$ cat config.mk
export PLATFORM = sky130hd
export DESIGN_NAME = ring_phase_monitor
export DESIGN_NICKNAME = d
export VERILOG_FILES = /design/src/rtl/ring_phase_monitor.sv
export SDC_FILE = /design/constraint.sdc
export NUM_CORES = 1
export LEC_CHECK = 0
export ABC_AREA = 1
export CAP_MARGIN = 5
export CELL_PAD_IN_SITES_DETAIL_PLACEMENT = 2
export CELL_PAD_IN_SITES_GLOBAL_PLACEMENT = 2
export CORE_ASPECT_RATIO = 1.75
export CORE_MARGIN = 2
export CORE_UTILIZATION = 29
export DETAILED_ROUTE_END_ITERATION = 8
export GPL_TIMING_DRIVEN = 0
export PLACE_DENSITY = 0.83
export SLEW_MARGIN = 20
export SYNTH_ARGS = -nofsm -noshare
export SYNTH_HDL_FRONTEND = slang
export SYNTH_SLANG_ARGS = --single-unit
$ cat constraint.sdc
create_clock -name clk -period 3.1 [get_ports clk]
set_input_delay 0.775 -clock clk [delete_from_list [all_inputs] [get_ports clk]]
set_output_delay 0.775 -clock clk [all_outputs]
set_load 0.01 [all_outputs]
$ cat src/rtl/ring_phase_monitor.sv
// ring_phase_monitor: checks a one-hot ring counter, locks onto it, counts rotations, flags faults.
// Optional stall detection in TRACK is built when RING_MON_STALL_CHECK_EN is defined.
module ring_phase_monitor #(
    parameter int WIDTH     = 4,
    parameter int CNT_W     = 8,
    parameter int LOCK_CNT  = 4,
    parameter int STALL_MAX = 16,
    localparam int IW       = $clog2(WIDTH)
) (
    input  logic             clk,
    input  logic             rst,
    input  logic             ph_valid,
    input  logic [WIDTH-1:0] ph,
    input  logic             clr_err,
    output logic [IW-1:0]    phase_idx,
    output logic             phase_ok,
    output logic             locked,
    output logic [CNT_W-1:0] rot_cnt,
    output logic             rot_tick,
    output logic             err,
    output logic [1:0]       err_code
);
    localparam int GW = $clog2(LOCK_CNT + 1);
    localparam logic [IW-1:0] LAST = IW'(WIDTH - 1);
    typedef enum logic [1:0] {SEARCH, TRACK, FAULT} state_t;
    state_t state_q, state_d;
    logic [IW-1:0] phase_idx_q, phase_idx_d, new_idx, succ_idx;
    logic [CNT_W-1:0] rot_cnt_q, rot_cnt_d;
    logic [GW-1:0] good_q, good_d;
    logic [1:0] err_code_q, err_code_d;
    logic phase_ok_q, phase_ok_d, rot_tick_q, rot_tick_d, prev_vld_q, prev_vld_d;
    logic onehot, succ_ok;
`ifdef RING_MON_STALL_CHECK_EN
    localparam int SW = $clog2(STALL_MAX + 1);
    logic [SW-1:0] stall_q, stall_d;
`else
    localparam logic unused_stall_max = STALL_MAX > 0;
`endif
    // decode the sample into an index and check it against the expected successor
    always_comb begin
        onehot = $onehot(ph);
        new_idx = '0;
        for (int i = 0; i < WIDTH; i++) new_idx = ph[i] ? IW'(i) : new_idx;
        succ_idx = (phase_idx_q == LAST) ? '0 : phase_idx_q + IW'(1);
        succ_ok = new_idx == succ_idx;
    end
    // SEARCH / TRACK / FAULT next-state and output update
    always_comb begin
        state_d = state_q;
        phase_idx_d = phase_idx_q;
        phase_ok_d = phase_ok_q;
        rot_cnt_d = rot_cnt_q;
        rot_tick_d = 1'b0;
        err_code_d = err_code_q;
        good_d = good_q;
        prev_vld_d = prev_vld_q;
`ifdef RING_MON_STALL_CHECK_EN
        stall_d = '0;
`endif
        case (state_q)
            SEARCH: begin
                if (ph_valid && onehot) begin
                    phase_idx_d = new_idx;
                    phase_ok_d = 1'b1;
                    prev_vld_d = 1'b1;
                    good_d = (prev_vld_q && succ_ok) ? good_q + GW'(1) : '0;
                    if (good_d == GW'(LOCK_CNT)) begin
                        state_d = TRACK;
                        good_d = '0;
                    end
                end else if (ph_valid) begin
                    phase_ok_d = 1'b0;
                    good_d = '0;
                    prev_vld_d = 1'b0;
                end
            end
            TRACK: begin
                if (ph_valid && !onehot) begin
                    state_d = FAULT;
                    err_code_d = 2'b01;
                    phase_ok_d = 1'b0;
                end else if (ph_valid && !succ_ok) begin
                    state_d = FAULT;
                    err_code_d = 2'b10;
                end else if (ph_valid) begin
                    phase_idx_d = new_idx;
                    phase_ok_d = 1'b1;
                    rot_tick_d = phase_idx_q == LAST;
                    rot_cnt_d = rot_cnt_q + CNT_W'(rot_tick_d);
                end
`ifdef RING_MON_STALL_CHECK_EN
                else if (stall_q + SW'(1) == SW'(STALL_MAX)) begin
                    state_d = FAULT;
                    err_code_d = 2'b11;
                end else begin
                    stall_d = stall_q + SW'(1);
                end
`endif
            end
            FAULT: begin
                if (clr_err) begin
                    state_d = SEARCH;
                    err_code_d = 2'b00;
                    rot_cnt_d = '0;
                    good_d = '0;
                    prev_vld_d = 1'b0;
                end
            end
            default: state_d = SEARCH;
        endcase
    end
    // state and output registers with synchronous reset
    always_ff @(posedge clk) begin
        if (rst) begin
            state_q <= SEARCH;
            phase_idx_q <= '0;
            phase_ok_q <= 1'b0;
            rot_cnt_q <= '0;
            rot_tick_q <= 1'b0;
            err_code_q <= 2'b00;
            good_q <= '0;
            prev_vld_q <= 1'b0;
`ifdef RING_MON_STALL_CHECK_EN
            stall_q <= '0;
`endif
        end else begin
            state_q <= state_d;
            phase_idx_q <= phase_idx_d;
            phase_ok_q <= phase_ok_d;
            rot_cnt_q <= rot_cnt_d;
            rot_tick_q <= rot_tick_d;
            err_code_q <= err_code_d;
            good_q <= good_d;
            prev_vld_q <= prev_vld_d;
`ifdef RING_MON_STALL_CHECK_EN
            stall_q <= stall_d;
`endif
        end
    end
    assign phase_idx = phase_idx_q;
    assign phase_ok = phase_ok_q;
    assign locked = state_q == TRACK;
    assign rot_cnt = rot_cnt_q;
    assign rot_tick = rot_tick_q;
    assign err = state_q == FAULT;
    assign err_code = err_code_q;
endmodule

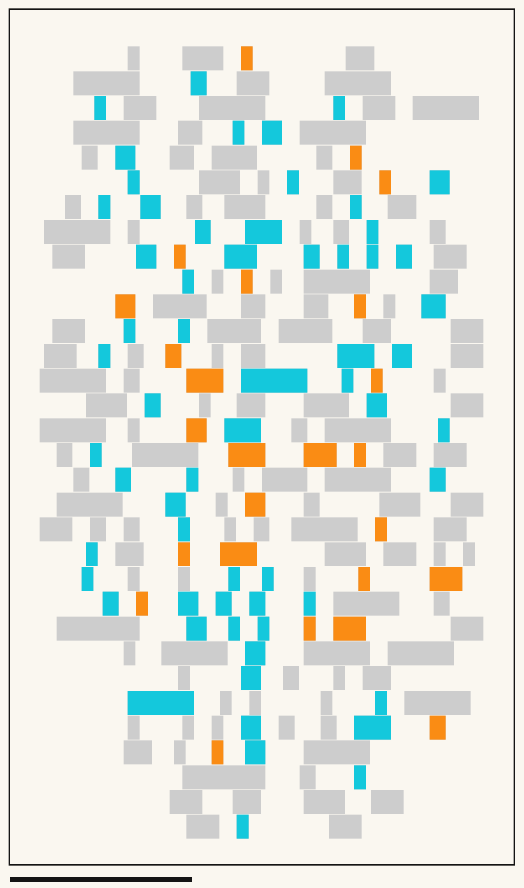
**Above:** logic cells by family.
Bar = 20 um.
orange -> NOR gates  # cells 25
cyan -> NAND gates  # cells 61
highest-count logic cell in the final layout: nand2_1
fraction of area in multi-input gates: 49.4%
Layout Cells excl Fill: 259

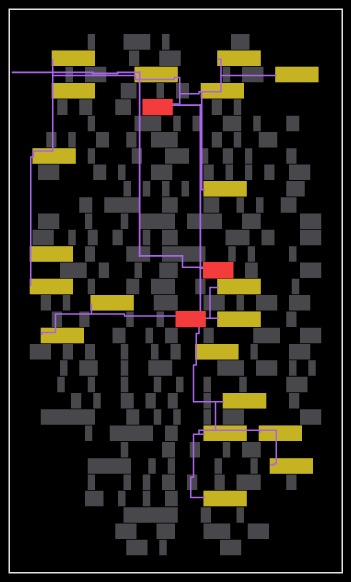
**Above:** clock network drawn from the DEF.
red -> cells driving clock nets  # count 3
yellow -> flip-flops  # count 20
purple -> clock wires  # length 330 um
routed clock nets = 4
clk latency late pin: 0.27 ns
clock-net power: 176 uW
Clock power frac: 27.8%
clk_skew: 0.00183 ns

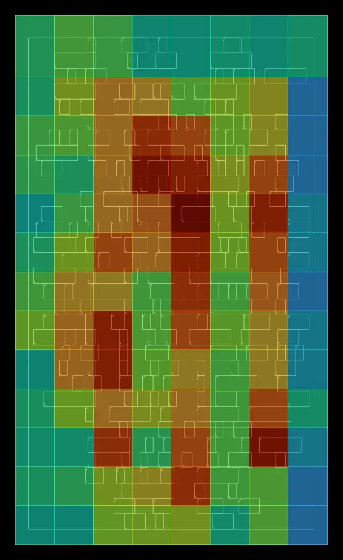
**Above:** routing congestion map.
M2 GR Usage: 38.3%
met1 usage: 14.9%
post-layout util: 39.9%
Avg WL per Cell: 16.8 um

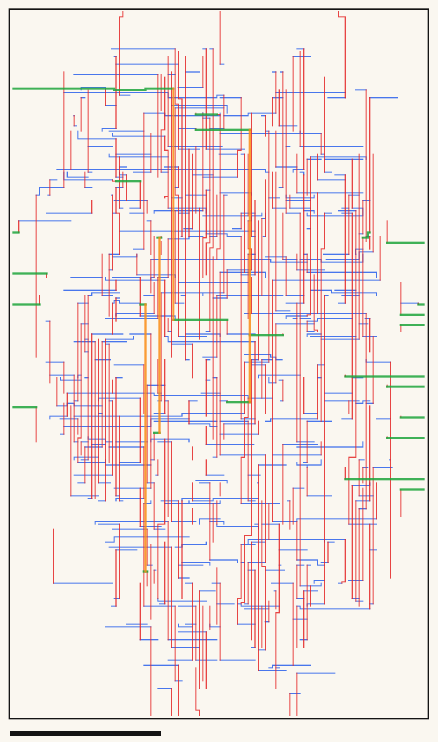
**Above:** wiring by layer.
Bar = 20 um.
green -> met3  # wire length 112 um
blue -> met1  # wire length 1380 um
orange -> met4  # wire length 128 um
red -> met2  # wire length 2720 um

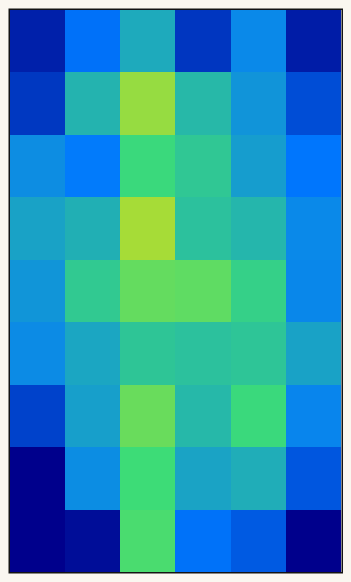
**Above:** local utilization.
6 x 9 tiles, from dark blue (low) to red (high), 0 to 100% covered.
densest ninth of the die = middle
mean over tiles = 33%
emptiest ninth of the die = bottom left
fullest tile = 64%
nearly empty tiles = 5.6%
CORE AREA: 4400 um^2
floorplan utilization: 30.3%

repair_timing:
item,CTS,global route
setup endpoints to repair,13,6
pin swaps,6,4
resized,10,3
buffers inserted,3,2
cloned,1,0
flip-flops by register name, indices dropped and copies added, names as in the netlist:
signal      flops
prev_vld_q      1
rot_tick        1
phase_idx       2
good_q          3
phase_ok        1
err_code        2
rot_cnt         8
state_q         2
worst min path at each step:
stage / from / end / slack [ns] / depth (start not counted)
CTS: err_code[0] / err_code[0] / 0.47 / 2
detailed placement: err_code[1] / err_code[1] / 0.46 / 2
global route: err_code[0] / err_code[0] / 0.50 / 2
finish: err_code[0] / err_code[0] / 0.47 / 2
global placement: phase_idx[1] / phase_idx[1] / 0.45 / 2
floorplan: good_q[1] / good_q[1] / 0.44 / 2
==> results.toml <==
# generated from flow reports
[critical_path]
crit_chain = "clkdlybuf4s15_1 > inv_1 > fa_1 > inv_2 > ha_4 > ha_4 > nand3b_4 > nor2_4 > nand2_4 > a21oi_4 > nand2_8 > o21ai_4 > nor3_2"
reg2reg_to = "phase_idx[0]"
crit_cells = 13
slowest_delay_ns = 0.56
rr_startpoint = "phase_idx[0]"
cp-end-kind = "flip-flop"
crit_buf_inv = 3
worstSetupStartpoint = "ph[1]"
endpoint = "rot_cnt[4]"
r2r_slack_ns = 1.19
crit_slowest_cell = "fa_1"

[synth]
ys_seq_share_pct = 30.0
top_cells_by_area = "dfxtp_1 30%, ha_1 8.4%, nand2_1 8.2%, inv_1 6.5%, a21oi_1 5.6%"
syn_area_um2 = 1330
synth_warnings = 0
ys_async_sr_fraction_pct = 0
ys_sh_mux_pct = 0
yosys-top-cells-count = "29 x nand2_1, 23 x inv_1, 20 x dfxtp_1"
most_common_cell = "nand2_1"
adder_share_pct = 9.94
top_logic_kind = "simple AND/OR/NAND/NOR gates"
aoi_share_pct = 12.9
syn_nets = 194
synth_top_area_share_pct = 30.0
edf_count = 0
ff_type = "dfxtp_1"
synthDistinctLibCells = 30
avgSynthCellArea_um2 = 7.58

[place]
place_congestion = 0.750
place_inst = 250
pre_cts_ws_ns = -0.551
post-dp-hpwl_mm = 3.49

[route]
avgViaCountPerCell = 5.13
wl_met3_um = 111
finalWirelength_mm = 4.34
drt-met1-wl_mm = 1.38
first_iter_violations = 10
drc = 0
dr_wl_met2_mm = 2.72

[finish]
flops = 20
clkbuf_count = 3
logic_area_um2 = 867
seq_share_pct = 22.8
dominant_cells = "combinational gates"
area_growth_pct = 31.6
layout-drive-gt1-share_pct = 22.1
antenna_cells = 0
seq_area_um2 = 400

[global_routing]
grt_pass1_wl_mm = 7.18
antenna_found_initial = 0
first_global_vias = 1554
grt_usage_pct = 17.9
grt-ovfl-total = 0
met3_usage_pct = 2.89

[clocking]
hold_buffers = 0
clk_pin_slew_ns = 0.07
cts_tree = "yes"
ctsHtreeMaxLevel = 1
cts_buffers = 3

[final_timing]
maxSlewViolCount = 0
hold_ws_ns = 0.465
fin_ws_ns = 0.145
setup_tns_ns = 0
hold_violations = 0
min_period_ns = 2.95

[die]
tap_cells = 51
fp.dieH_um = 93.7
rows = 32
die_w_um = 55.3

[power]
leakage_nw = 0.720
ir_drop_uv = 161
switching_share_pct = 32.6
cellPowerDensity_nw_per_um2 = 361

[min_path]
min_path_type = "flip-flop to flip-flop"

[job]
warnings = 28
cap_violations = 0

[run_status]
status = "finished, final reports clean"
Power and IR drop assume default switching activity.
